==> images/m1.png <==
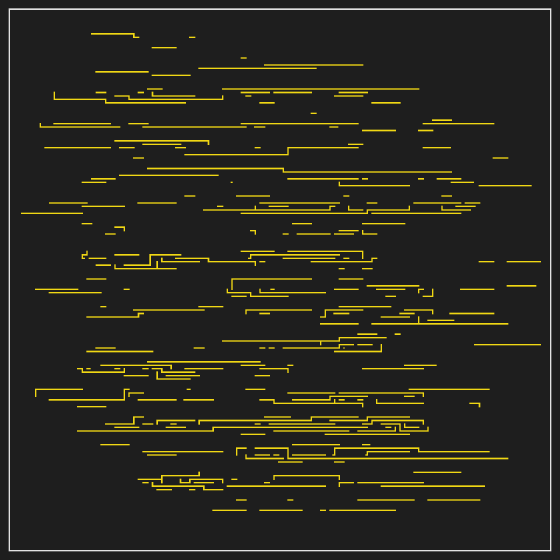
==> images/route_heat.png <==
Scale bar: 20 microns. 11 x 11 tiles, from dark blue (low) to red (high), scaled to the fullest tile. Values are wire area over tile area, all layers added.
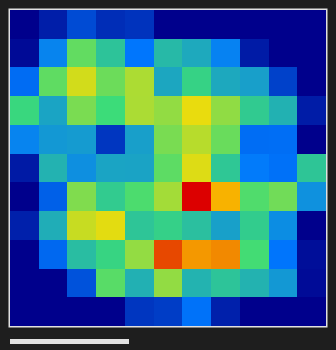
Design ahb_arbiter, sky130hd; sources not shown.
==> run summary <==
The implementation run finished. Number of unique standard cell types used by synthesis landed at 35. Chip area estimate from yosys synthesis landed at around 760 sq um. Count of clock-net buffers in the final layout landed at 3. Timing would allow up to 0.546 GHz.

The final timing report derives a shortest allowable period of 1830 ps. Synthesized flop and latch total landed at 14. Number of buffer cells added on primary ports landed at 17. Cells with a size suffix above 1 make up 19.8% of the layout.

Summed over all layers, the global routing overflow is 0. Hold buffer count at CTS landed at 0. Measured against its own limit, the worst slew margin works out to between 60% and 70%. Portion of netlist area occupied by mux cells landed at approximately 7.9%. Maximum number of pins on one net before global-route repair landed at 12. Total count of max-transition violations in the final report landed at 0.

Number of logged tool warnings landed at 27. The global routing report lists met2 layer usage as 34.8%. Basic-gate share of the synthesized area counting and, or, nand and nor cells landed at around 24%. The initial antenna violation count was 0. After Yosys synthesis, full adders, half adders and majority gates account for 0% of the synthesized area. The cell area that synthesis handed to floorplanning was about 760 sq um. Data arrival time of the worst path landed at between 1000 and 1500 ps. After synthesis, the cell types taking the most area are dfxtp_1 (37%), nor2b_1 (8.2%), mux2i_1 (7.9%), o21ai_0 (5.3%), o2111ai_1 (3.5%). Counting the inverters off the clock network in the layout gives 5. Together, buffers and inverters on the worst path number 1. Slew of the pin with the lowest slew margin landed at 499 ps. Using the TritonRoute via totals, the vias-per-cell ratio works out to 5.20. Area fraction in compound gates after synthesis landed at 27.3%. H-tree depth landed at 1.

The floorplan step set the die height to ~53 microns. Clock-pin slew of the registers on the worst-case setup and hold paths landed at 90 ps. Non-clock buffer area fraction after layout landed at 23.7%. For this run, asynchronously set or reset flops after synthesis account for 0%. The synthesized design devotes to its leading area cell type a little under two fifths of total area. With fillers left out, the area of the finished cells amounts to 0.00107 sq mm. Number of standard cells reported by yosys landed at 87.

Xor/xnor cell area share of the yosys netlist landed at 0%. Clock latency on the worst-skew pair, taken at its later pin, is 280 ps. Layout overhead on the synthesized area landed at 41.0%. Per the cell usage report, the commonest logic cells after layout are dfxtp_1 (14), clkdlybuf4s50_1 (13), buf_4 (12).

Clock cells make up 2.10% of the layout cell area. The worst setup path is of the register to output port kind. Detailed placement reports a standard cell area of 0.00104 sq mm. The average instance in the mapped netlist occupies 8.73 sq um. The floorplan step defined a core boundary enclosing 0.00248 sq mm. Number of flip-flops in the largest register landed at 6. The commonest register cell is dfxtp_1. The synthesized instance count is 87. Per the layout area report, the combinational gate area comes to 458 sq um. Number of nets in the layout landed at 129. Across the VDD grid, the largest voltage drop is 0.403 mV. STA reports the tightest min-delay check as being of type register to register. The root buffer cell chosen for the clock tree is clkbuf_4. The run finished with clean final reports. Among all stages on the critical path, the largest delay is contributed by clkdlybuf4s50_1. Power density over cell area landed at 604 mW/mm^2. By area, the class that comes first in the final layout consists of combinational gates. Utilization of the core after routing landed at 43.2%. STA classifies the critical path endpoint as an output port. In this run the number of cells on the critical path is 1. The synthesis run identifies the leading combinational cell family as AND-OR/OR-AND gates. The initialized floorplan defines 18 standard-cell rows. Layout sequential cell count landed at 14. Placer's final routability congestion estimate landed at 0.772. In the final run the clock tree shows a worst skew of 5.33 ps. Logic depth of the worst register-to-register path landed at 5. Looking at the global route congestion table, the highest-usage layer is met2. The synthesis run shows the most used standard cells to be dfxtp_1 (14), nor2b_1 (10), o21ai_0 (8). Multi-input logic gates represent a cell area share of between 40% and 50%.

The worst hold path was traced through 2 stages. The tool flagged a number of max-cap violations equal to 0. DRC violation count after routing landed at 0. The number of nets in the synthesized netlist is ~98.

Clock tree synthesis found a total of 14 sinks. TritonCTS built the clock tree. STA classifies the critical path startpoint as a register. For met3 alone, demand over resource in global routing was 6.03%. The CTS report gives the tree buffer count as 3.

Critical path data required time landed at 1520 ps. Worst hold slack landed at 488 ps. Setup repair after global routing left no endpoint under its margin.
Back to the opening pictures, m1.png:
The layer holds 46% of the routed length. The layer carries 1040 microns of wire.
met1 track demand over resource in global routing: 22.6%
Total Routed Length: 2250 microns
total number of vias: 759

Back to the opening pictures, route_heat.png:
19% of the tiles are nearly empty. 26% of the tiles are over half the peak. The emptiest ninth of the die: north-east. The densest ninth of the die: center. The mean over all tiles is 0.12. The fullest tile reaches 0.38.
per-cell routed wire length: 15.4 microns
total global routing track utilization: 19.5%

==> power breakdown <==
group | leakage, uW | internal (uW) | total [uW] | switching (uW)
combinational | 0.000311 | 75.3 | 158 | 83.1
sequential | 0.000114 | 306 | 317 | 11.7
clock | 0.0000138 | 73.6 | 171 | 97.9
total | 0.000439 | 455 | 647 | 193
==> through the flow <==
| stage | instances | power [uW] | setup WS (ps) | TNS [ps] |
|---|---|---|---|---|
| floorplan | 87 | 408 | 142 | 0 |
| global placement | 143 | 478 | -204 | -1380 |
| detailed placement | 143 | 483 | -302 | -2020 |
| CTS | 146 | 655 | 0.528 | 0 |
| global route | 146 | 685 | 6.78 | 0 |
| finish | 146 | 647 | 69.9 | 0 |
==> routing by layer <==
metal,wire length (microns),vias to the layer above
li1,-,379
met1,1040,361
met2,1100,17
met3,104,2
met4,10,0
met5,0,-
Power is estimated from default activity; no workload was simulated.
